### Nets reached from selected ports

Bar = 20 um.
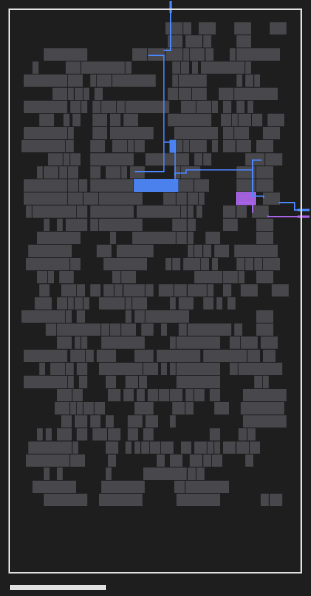
### Selected gate families

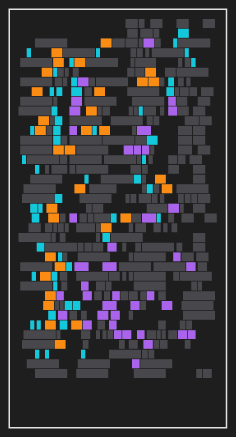
### Sequential cells grouped by signal name

Bar = 20 um. Other sequential cells in the stronger grey, the rest of the logic in the fainter grey.
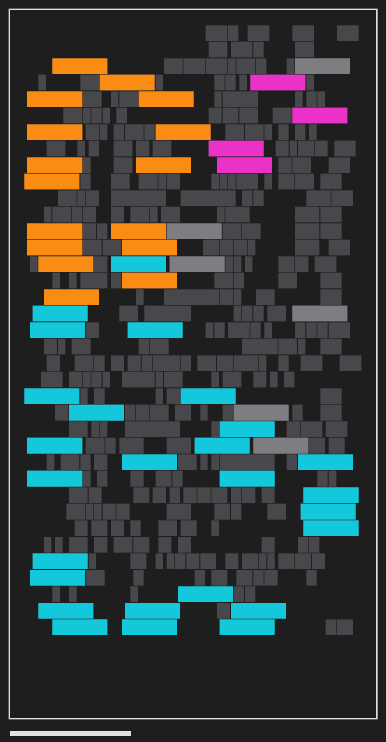
### A small window of the routed layout

Bar = 10 um. Region (3, 17) to (28, 42) um. Cells in grey, sequential cells in the stronger grey; small squares are vias.
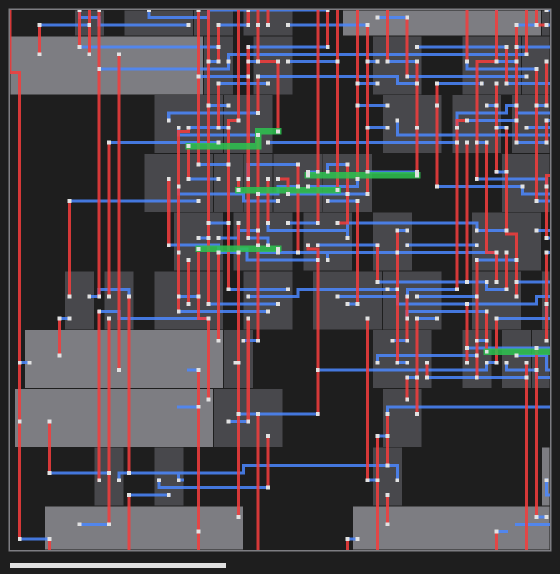
### config.mk
export PLATFORM = sky130hd
export DESIGN_NAME = bcd_auto_counter
export DESIGN_NICKNAME = d
export VERILOG_FILES = /design/src/rtl/bcd_auto_counter_pkg.sv /design/src/rtl/bcd_digit.sv /design/src/rtl/bcd_auto_counter.sv
export SDC_FILE = /design/constraint.sdc
export NUM_CORES = 1
export LEC_CHECK = 0
export CAP_MARGIN = 15
export CORE_ASPECT_RATIO = 2
export CORE_MARGIN = 2
export CORE_UTILIZATION = 49
export CTS_CLUSTER_SIZE = 10
export DETAILED_ROUTE_END_ITERATION = 7
export HOLD_SLACK_MARGIN = 0.02
export PLACE_DENSITY_LB_ADDON = 0.25
export SYNTH_ARGS = -nofsm -noshare
export SYNTH_HDL_FRONTEND = slang
export SYNTH_HIERARCHICAL = 1
export SYNTH_SLANG_ARGS = --single-unit
### constraint.sdc
create_clock -name clk -period 7.7 [get_ports clk]
set_input_delay 1.925 -clock clk [delete_from_list [all_inputs] [get_ports clk]]
set_output_delay 1.925 -clock clk [all_outputs]
set_load 0.01 [all_outputs]
### src/rtl/bcd_auto_counter_pkg.sv
// Shared constants and helpers for the two-digit BCD counter and its decade digits.
// Holds the digit maximum and the active-low digit-enable encodings.
package bcd_auto_counter_pkg;

    typedef logic [3:0] bcd_t;

    localparam bcd_t       DIGIT_MAX = 4'd9;

    localparam logic [1:0] AN_UNITS  = 2'b10;
    localparam logic [1:0] AN_TENS   = 2'b01;
    localparam logic [1:0] AN_OFF    = 2'b11;

    // Out-of-range nibbles become 0 so the counter never holds a non-BCD value.
    function automatic bcd_t clamp_bcd(input logic [3:0] nib);
        return (nib > DIGIT_MAX) ? 4'd0 : nib;
    endfunction

endpackage

### src/rtl/bcd_digit.sv
// One decade (0..9) up/down counter with synchronous load.
// carry_out/borrow_out flag the step that wraps this digit, for chaining.
module bcd_digit
    import bcd_auto_counter_pkg::*;
(
    input  logic clk,
    input  logic rst_n,
    input  logic step,
    input  logic up,
    input  logic load,
    input  bcd_t load_nib,
    output bcd_t digit,
    output logic carry_out,
    output logic borrow_out
);

    assign carry_out  = step &&  up && (digit == DIGIT_MAX);
    assign borrow_out = step && !up && (digit == 4'd0);

    always_ff @(posedge clk or negedge rst_n) begin
        if (!rst_n) begin
            digit <= 4'd0;
        end else if (load) begin
            digit <= clamp_bcd(load_nib);
        end else if (step) begin
            if (up) begin
                digit <= (digit == DIGIT_MAX) ? 4'd0 : digit + 4'd1;
            end else begin
                digit <= (digit == 4'd0) ? DIGIT_MAX : digit - 4'd1;
            end
        end
    end

endmodule

### src/rtl/bcd_auto_counter.sv
// Two-digit BCD counter with prescaler, up/down, pause and load, plus a
// two-slot display multiplexer feeding a BCD-to-7-segment decoder.
module bcd_auto_counter #(
    parameter int PRESCALE = 50_000_000,
    parameter int MUX_DIV  = 50_000
) (
    input  logic       clk,
    input  logic       rst_n,
    input  logic       en,
    input  logic       up,
    input  logic       load,
    input  logic [7:0] load_val,
    output logic [7:0] count,
    output logic       W,
    output logic       X,
    output logic       Y,
    output logic       Z,
    output logic [1:0] an,
    output logic       tc
);
    import bcd_auto_counter_pkg::*;

    localparam int PRE_W  = (PRESCALE > 1) ? $clog2(PRESCALE) : 1;
    localparam int SLOT_W = (MUX_DIV > 1) ? $clog2(MUX_DIV) : 1;
    localparam logic [PRE_W-1:0]  PRE_LAST  = PRE_W'(PRESCALE - 1);
    localparam logic [SLOT_W-1:0] SLOT_LAST = SLOT_W'(MUX_DIV - 1);

    logic [PRE_W-1:0]  pre;
    logic [SLOT_W-1:0] slot;
    logic              sel;
    logic              step;
    bcd_t              units;
    bcd_t              tens;
    logic              units_carry;
    logic              units_borrow;
    logic              tens_carry;
    logic              tens_borrow;

    assign step = en && (pre == PRE_LAST);

    always_ff @(posedge clk or negedge rst_n) begin
        if (!rst_n) begin
            pre <= '0;
        end else if (load) begin
            pre <= '0;
        end else if (en) begin
            pre <= step ? '0 : pre + PRE_W'(1);
        end
    end

    bcd_digit u_units (
        .clk        (clk),
        .rst_n      (rst_n),
        .step       (step),
        .up         (up),
        .load       (load),
        .load_nib   (load_val[3:0]),
        .digit      (units),
        .carry_out  (units_carry),
        .borrow_out (units_borrow)
    );

    bcd_digit u_tens (
        .clk        (clk),
        .rst_n      (rst_n),
        .step       (units_carry | units_borrow),
        .up         (up),
        .load       (load),
        .load_nib   (load_val[7:4]),
        .digit      (tens),
        .carry_out  (tens_carry),
        .borrow_out (tens_borrow)
    );

    // A wrap of the tens digit is a 99->00 or 00->99 wrap of the whole count.
    always_ff @(posedge clk or negedge rst_n) begin
        if (!rst_n) begin
            tc <= 1'b0;
        end else begin
            tc <= (tens_carry | tens_borrow) && !load;
        end
    end

    always_ff @(posedge clk or negedge rst_n) begin
        if (!rst_n) begin
            slot <= '0;
            sel  <= 1'b0;
        end else if (slot == SLOT_LAST) begin
            slot <= '0;
            sel  <= !sel;
        end else begin
            slot <= slot + SLOT_W'(1);
        end
    end

    assign count = {tens, units};

    always_comb begin
        {W, X, Y, Z} = units;
        an           = AN_UNITS;
        if (sel) begin
            {W, X, Y, Z} = tens;
            an           = AN_TENS;
        end
    end

endmodule

==> flow_metrics.tcl <==
# metrics dict for downstream scripts
set metrics [dict create \
    area_growth_synth_to_finish_pct 12.9 \
    gr-usage-met1_pct 26.0 \
    globalRouteMet2Util_pct 34.8 \
    finalSetupTns_ns 0 \
    cts_max_path_buffers 2 \
    via_per_inst 5.83 \
    setup_ws_ns 2.70 \
    cp_num_cells 10 \
    critPathTopFamily "simple AND/OR/NAND/NOR gates" \
    critical_path_peak_fanout 8 \
    antenna_found_initial 0 \
    share_of_cell_area_taken_by_muxes_after_synthesis_pct 1.45 \
    route.detailed.wl_per_inst_um 14.8 \
    topCombFamilyByArea "simple AND/OR/NAND/NOR gates" \
    placement.io_buffers 27 \
    power_density_nw_per_um2 157 \
    rsz_0062_raised_after_global_routing "false" \
    netlist.top_cell.by_instances "sky130_fd_sc_hd__dfrtp_1" \
    dominantRegCellSynth "sky130_fd_sc_hd__dfrtp_1" \
    insertion_delay_ns 0.29 \
    final_net_count 369 \
    relSlewSlack_pct 30.6 \
    pre_place_util_pct 50.1 \
    ys_seq_share_pct 41.8 \
    worst_hold_path_cell_count 1 \
    buf_share_pct 7.77 \
    logic_area_sq_um 1640 \
    max_slew.worst_pin.slew_ns 1.04 \
    grt_start_max_net_pins 53 \
    multi_input_comb_cells 251 \
    worstSetupEndpoint "u_tens/digit[3]" \
    worst-setup-path-type "in2reg" \
    min_delay_worst_endpoint "slot[0]" \
    cp_buf_inv_count 1 \
    fin_hold_ws_ns 0.518 \
    global_route_wire_length_before_repair_um 11200 \
    data_required_time_of_the_worst_path_ns 7.87 \
    skew_ns 0.00861 \
    n_fill_cell 565 \
    route.vias.total 2567 \
    final_layout_size_suffix_gt1_share_pct 7.91 \
    tapcell.inserted 86 \
    critical-path-max-stage-delay_ns 0.67 \
    min_period_ns 5.00 \
    invs_w_o_clock 16 \
    simple_gate_area_share_pct 27.6 \
    cap_viol_max_count 0 \
    run_status "finished, final reports clean" \
    hold_path_startpoint "slot[0]" \
    n_antenna_cell 0 \
    critPathArrivalTime_ns 5.17 \
    clockBufferCount 6 \
    postCtsSetupBuffers 0 \
    post_cts_resized 0 \
    place_hpwl_um 4610 \
    ys_sh_adder_pct 0.805 \
    worst-r2r-cell-count 9 \
    synthesis.area_sq_um 3110 \
    placed_cells_incl_taps 433 \
    fraction_of_synthesis_flops_using_an_asynchronous_set_or_reset_pin_pct 100 \
    global_route.overflow_total 0 \
    worst_r2r_endpoint "u_tens/digit[3]" \
    ioPinCount 28 \
    postCtsHoldBufs 0 \
    nNonClkBuffers 28 \
    synth_largest_type_area_fraction_pct 41.8 \
    maximum_vdd_ir_drop_uv 148 \
    flops 52 \
    detail_route.drc_violations 0 \
    setup_violations 0 \
    chip_area_sq_um 7040 \
    number_of_cells_in_yosys_stat 334 \
    placement_rows 41 \
]
Notes on 'Nets reached from selected ports' above:
- blue: an (direction output; edge 1 right, 1 top; end cells 2; buffers 2; wire 88.1 um)
- purple: Z (direction output; edge right; end cells 1; buffers 1; wire 11.3 um)

Notes on 'Selected gate families' above:
- purple: AND and OR gates (cells 39)
- orange: XOR/XNOR gates (cells 32)
- cyan: NOR gates (cells 50; where all over the die)
combinational share of cell area: 46.6%
highest-count logic cell in the final layout: sky130_fd_sc_hd__dfrtp_1
tally of non-filler cells in the final layout: 440

Notes on 'Sequential cells grouped by signal name' above:
- cyan: pre (flops 26)
- orange: slot (flops 16; where top left)
- magenta: u_tens/digit (flops 4)
- not coloured: 6
Layout Utilization: 56.6%
register share of the cell area: 37.1%

Notes on 'A small window of the routed layout' above:
- blue: metal 1
- red: metal 2
- green: metal 3
- cells with their middle in the window: 42
- netlist names of flops here include: pre (5)
- sequential cells in the window: 5
- most frequent: nor2_1 (6), xnor2_1 (5), dfrtp_1 (5)

==> per-stage QoR <==
| stage | power, mW | utilization (%) |
|---|---|---|
| 2_1_floorplan | 0.321 | - |
| 3_3_place_gp | 0.345 | 54.4 |
| 3_5_place_dp | 0.348 | 54.4 |
| 4_1_cts | 0.557 | 56.6 |
| 5_1_grt | 0.572 | 56.6 |
| 6_report | 0.551 | 56.6 |
==> sequential cells by signal, indices dropped and copies added, names as in the netlist <==
register       cells
u_tens/digit       4
u_units/digit      4
pre               26
tc                 1
sel                1
slot              16
==> power breakdown <==
part	internal (mW)	switching (mW)	total, mW
Combinational	0.0274	0.0275	0.0549
Clock	0.118	0.0895	0.208
Sequential	0.277	0.0111	0.288
Total	0.423	0.128	0.551
Power is estimated from default activity; no workload was simulated.
